Figure 1. Cell outlines without signal wires (run 1).
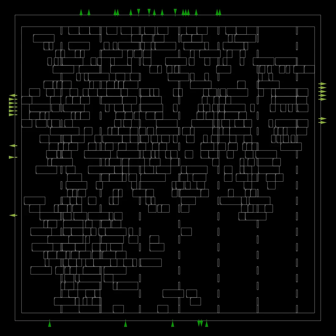
Figure 2. Routed metal, one colour a layer (run 1).
Scale bar: 20 µm.
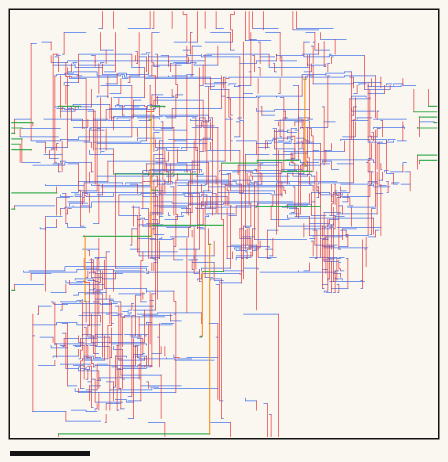
Figure 3. Sizing map (run 1).
Scale bar: 20 µm.
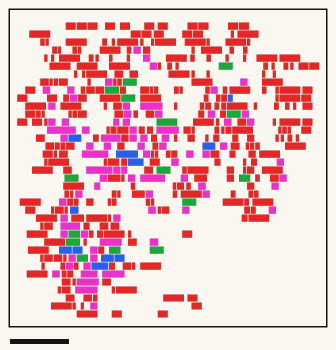
--- src/rtl/definitions_pkg.sv ---
// rtl/definitions_pkg.sv - shared state type and defaults for the UART frame controller
package definitions_pkg;

    typedef enum logic [1:0] {
        IDLE,
        PAYLOAD,
        CHECK,
        LAUNCH
    } frame_state_t;

    localparam logic [7:0] SYNC_BYTE_DEF     = 8'hA5;
    localparam int         TIMEOUT_TICKS_DEF = 2048;

endpackage

--- src/rtl/uart_frame_ctrl.sv ---
// rtl/uart_frame_ctrl.sv - receives a synced, XOR-checked image frame over UART and launches processing
module uart_frame_ctrl
    import definitions_pkg::*;
#(
    parameter int         IMG_W         = 64,
    parameter int         IMG_H         = 64,
    parameter logic [7:0] SYNC_BYTE     = SYNC_BYTE_DEF,
    parameter int         TIMEOUT_TICKS = TIMEOUT_TICKS_DEF,
    localparam int        NPIX          = IMG_W * IMG_H,
    localparam int        ADDR_W        = $clog2(NPIX)
) (
    input  logic              clk,
    input  logic              rstN,
    input  logic [7:0]        rx_data,
    input  logic              rx_done,
    input  logic              s_tick,
    input  logic              proc_busy,
    output logic              mem_we,
    output logic [ADDR_W-1:0] mem_addr,
    output logic [7:0]        mem_wdata,
    output logic              start_proc,
    output logic              frame_done,
    output logic              frame_err,
    output logic              busy
);

    localparam int                TMR_W     = $clog2(TIMEOUT_TICKS + 1);
    localparam logic [ADDR_W-1:0] LAST_ADDR = ADDR_W'(NPIX - 1);
    localparam logic [TMR_W-1:0]  TMR_LAST  = TMR_W'(TIMEOUT_TICKS - 1);

    frame_state_t      state, state_nxt;
    logic [ADDR_W-1:0] count, count_nxt;
    logic [7:0]        csum, csum_nxt;
    logic [TMR_W-1:0]  timer, timer_nxt;
    logic              we_nxt;
    logic [ADDR_W-1:0] addr_nxt;
    logic [7:0]        wdata_nxt;
    logic              start_nxt;
    logic              err_nxt;
    logic              timer_hit;

    always_ff @(posedge clk) begin
        if (!rstN) begin
            state      <= IDLE;
            count      <= '0;
            csum       <= '0;
            timer      <= '0;
            mem_we     <= 1'b0;
            mem_addr   <= '0;
            mem_wdata  <= '0;
            start_proc <= 1'b0;
            frame_err  <= 1'b0;
        end else begin
            state      <= state_nxt;
            count      <= count_nxt;
            csum       <= csum_nxt;
            timer      <= timer_nxt;
            mem_we     <= we_nxt;
            mem_addr   <= addr_nxt;
            mem_wdata  <= wdata_nxt;
            start_proc <= start_nxt;
            frame_err  <= err_nxt;
        end
    end

    // This tick would bring the timer to TIMEOUT_TICKS; a same-cycle byte takes precedence.
    assign timer_hit = s_tick && (timer == TMR_LAST);

    always_comb begin
        state_nxt = state;
        count_nxt = count;
        csum_nxt  = csum;
        timer_nxt = timer;
        we_nxt    = 1'b0;
        addr_nxt  = mem_addr;
        wdata_nxt = mem_wdata;
        start_nxt = 1'b0;
        err_nxt   = 1'b0;

        case (state)
            IDLE: begin
                if (rx_done && rx_data == SYNC_BYTE) begin
                    state_nxt = PAYLOAD;
                    count_nxt = '0;
                    csum_nxt  = '0;
                    timer_nxt = '0;
                end
            end

            PAYLOAD: begin
                if (rx_done) begin
                    we_nxt    = 1'b1;
                    addr_nxt  = count;
                    wdata_nxt = rx_data;
                    csum_nxt  = csum ^ rx_data;
                    timer_nxt = '0;
                    if (count == LAST_ADDR) begin
                        state_nxt = CHECK;
                    end else begin
                        count_nxt = count + ADDR_W'(1);
                    end
                end else if (timer_hit) begin
                    err_nxt   = 1'b1;
                    state_nxt = IDLE;
                end else if (s_tick) begin
                    timer_nxt = timer + TMR_W'(1);
                end
            end

            CHECK: begin
                if (rx_done) begin
                    timer_nxt = '0;
                    if (rx_data == csum) begin
                        state_nxt = LAUNCH;
                    end else begin
                        err_nxt   = 1'b1;
                        state_nxt = IDLE;
                    end
                end else if (timer_hit) begin
                    err_nxt   = 1'b1;
                    state_nxt = IDLE;
                end else if (s_tick) begin
                    timer_nxt = timer + TMR_W'(1);
                end
            end

            LAUNCH: begin
                if (!proc_busy) begin
                    start_nxt = 1'b1;
                    state_nxt = IDLE;
                end
            end

            default: state_nxt = IDLE;
        endcase
    end

    assign frame_done = start_proc;
    assign busy       = (state != IDLE);

endmodule

--- config.mk ---
export PLATFORM = sky130hd
export DESIGN_NAME = uart_frame_ctrl
export DESIGN_NICKNAME = d
export VERILOG_FILES = /design/src/rtl/definitions_pkg.sv /design/src/rtl/uart_frame_ctrl.sv
export SDC_FILE = /design/constraint.sdc
export NUM_CORES = 1
export LEC_CHECK = 0
export CELL_PAD_IN_SITES_DETAIL_PLACEMENT = 0
export CELL_PAD_IN_SITES_GLOBAL_PLACEMENT = 1
export CORE_MARGIN = 2
export CORE_UTILIZATION = 25
export CTS_BUF_LIST = sky130_fd_sc_hd__clkbuf_4 sky130_fd_sc_hd__clkbuf_8
export DETAILED_ROUTE_END_ITERATION = 10
export GPL_ROUTABILITY_DRIVEN = 0
export PLACE_DENSITY = 0.61
export SKIP_LAST_GASP = 1
export SLEW_MARGIN = 5
export SYNTH_ARGS = -nofsm -noshare
export SYNTH_HDL_FRONTEND = slang
export SYNTH_SLANG_ARGS = --single-unit
export TNS_END_PERCENT = 30
--- constraint.sdc ---
create_clock -name clk -period 1.9 [get_ports clk]
set_clock_uncertainty 0.05 [all_clocks]
set_input_delay 0.19 -clock clk [delete_from_list [all_inputs] [get_ports clk]]
set_output_delay 0.19 -clock clk [all_outputs]
set_load 0.02 [all_outputs]
==> impl_metrics.tcl, run 1 <==
# metrics dict for downstream scripts
set metrics [dict create \
    outcome "finished with violations" \
    violations "setup timing" \
    post-synth-top-count-cell "sky130_fd_sc_hd__dfxtp_1" \
    biggestCellCategory "multi-input combinational cells" \
    setup_viol 7 \
    number_of_buffer_and_inverter_instances_along_the_worst_setup_path 3 \
    vias_in_the_first_global_route 2514 \
    fin_hold_ws_ns 0.403 \
    timing_hold_violations_final 0 \
    p_comb_mw 1.08 \
    post-synth-top-area-cell "sky130_fd_sc_hd__dfxtp_1" \
    cts-buffers-inserted 9 \
    first_pass_iters 4 \
    drt_wl_total_mm 7.42 \
    clock_buf_inv_share_pct 4.52 \
    lay_top_count "sky130_fd_sc_hd__buf_4" \
    drt_drc_violations_left 0 \
    grt.busiest_layer "met2" \
    cp.depth 8 \
    path_max_fanout 5 \
    top_regs "count (12), mem_addr (12), timer (12)" \
    nonClockInverterCount 8 \
    p_total_mw 3.48 \
    timing.final.ws_setup_ns -0.0320 \
    yosys-top-cells-area "sky130_fd_sc_hd__dfxtp_1 (43%), sky130_fd_sc_hd__nand2_1 (7.7%), sky130_fd_sc_hd__a21oi_1 (5.8%)" \
    postSynthRegisterBits 57 \
    worst_r2r_path_depth 8 \
    critical_path.slowest_cell "sky130_fd_sc_hd__o41a_1" \
    critical_path.endpoint_type "flip-flop" \
    start_kind "flip-flop" \
    synth.area.mux_share_pct 0 \
    fin_util_pct 38.7 \
    seqCellArea_mm2 0.00115 \
    power.net_switching_mw 1.18 \
    slowest_delay_ns 0.55 \
]
-- Figure 1 (at the start) --
core area: 0.0104 mm²
count of sequential standard cells: 57
total of fill cells in the finished design: 1082
well tap count: 136

-- Figure 2 (at the start) --
- blue: met1 (wire length 3500 µm)
- green: met3 (wire length 212 µm)
- orange: met4 (wire length 135 µm)
- red: met2 (wire length 3570 µm)

-- Figure 3 (at the start) --
- magenta: drive 3 to 4 (cells 78; most used buf_4)
- red: drive 1 or less (cells 317)
- green: drive 6 and up (cells 15; most used clkbuf_8)
- blue: drive 2 (cells 11; most used nor4_2)

Figure 4. Ports around the boundary (run 1).
Scale bar: 20 µm. Pins as bars across the die edge, other pins in grey.
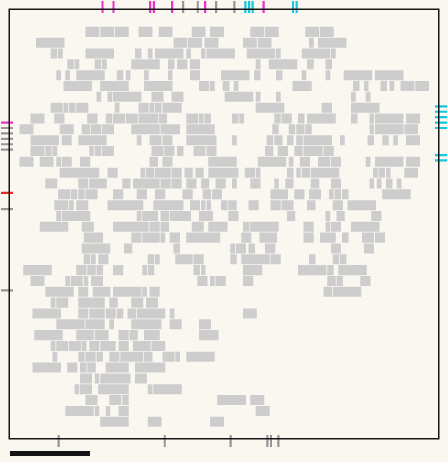

## Run 2: what changed since run 1
CORE_UTILIZATION = 38   (was 25)
PLACE_DENSITY = 0.84   (was 0.61)
SKIP_LAST_GASP = unset   (was 1)
Figure 5. Ports around the boundary (run 2).
Scale bar: 20 µm. Pins as bars across the die edge, other pins in grey.
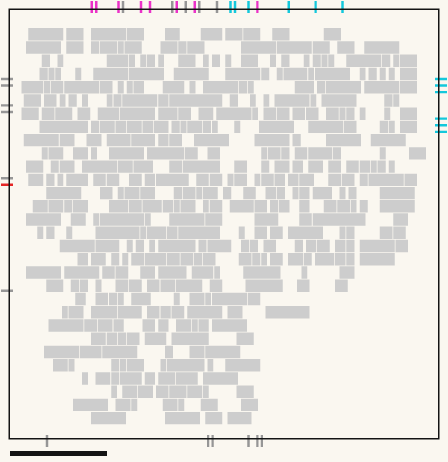
- magenta: mem_wdata (pins 8; direction output; edge top)
- red: busy (pins 1; direction output; edge left)
- cyan: mem_addr (pins 12; direction output; edge 6 top, 6 right)

==> impl_metrics.tcl, run 2 <==
# metrics dict for downstream scripts
set metrics [dict create \
    fin_util_pct 59.1 \
    timing.final.ws_setup_ns -0.0151 \
    vias_in_the_first_global_route 2461 \
    postSynthRegisterBits 57 \
    detailed_router_s_first_iteration_violation_count 96 \
    nonClockInverterCount 8 \
    layout.filler_cells 597 \
    worst_r2r_path_depth 8 \
    fin_hold_ws_ns 0.132 \
    drt_drc_violations_left 0 \
    violations "setup timing" \
    number_of_buffer_and_inverter_instances_along_the_worst_setup_path 3 \
    slowest_delay_ns 0.46 \
    critical_path.endpoint_type "flip-flop" \
    setup.reg_to_reg.worst_slack_ns -0.02 \
    start_kind "flip-flop" \
    antenna_cells_inserted 0 \
    top_regs "count (12), mem_addr (12), timer (12)" \
    sum_of_negative_setup_slack_ns -0.0252 \
    floorplan.die.width_um 87.9 \
    grt.busiest_layer "met2" \
    count_of_sequential_standard_cells 57 \
    path_max_fanout 7 \
    outcome "finished with violations" \
    biggestCellCategory "multi-input combinational cells" \
    critical_path.slowest_cell "sky130_fd_sc_hd__o41a_1" \
    post-synth-top-area-cell "sky130_fd_sc_hd__dfxtp_1" \
    p_comb_mw 1.09 \
    clock_buf_inv_share_pct 5.64 \
    drt_wl_total_mm 6.96 \
    cp.depth 8 \
    power.net_switching_mw 1.17 \
    setup_viol 2 \
    cts-buffers-inserted 9 \
    core-area_mm2 0.00679 \
    yosys-top-cells-area "sky130_fd_sc_hd__dfxtp_1 (43%), sky130_fd_sc_hd__nand2_1 (7.7%), sky130_fd_sc_hd__a21oi_1 (5.8%)" \
    timing_hold_violations_final 0 \
    first_pass_iters 4 \
]
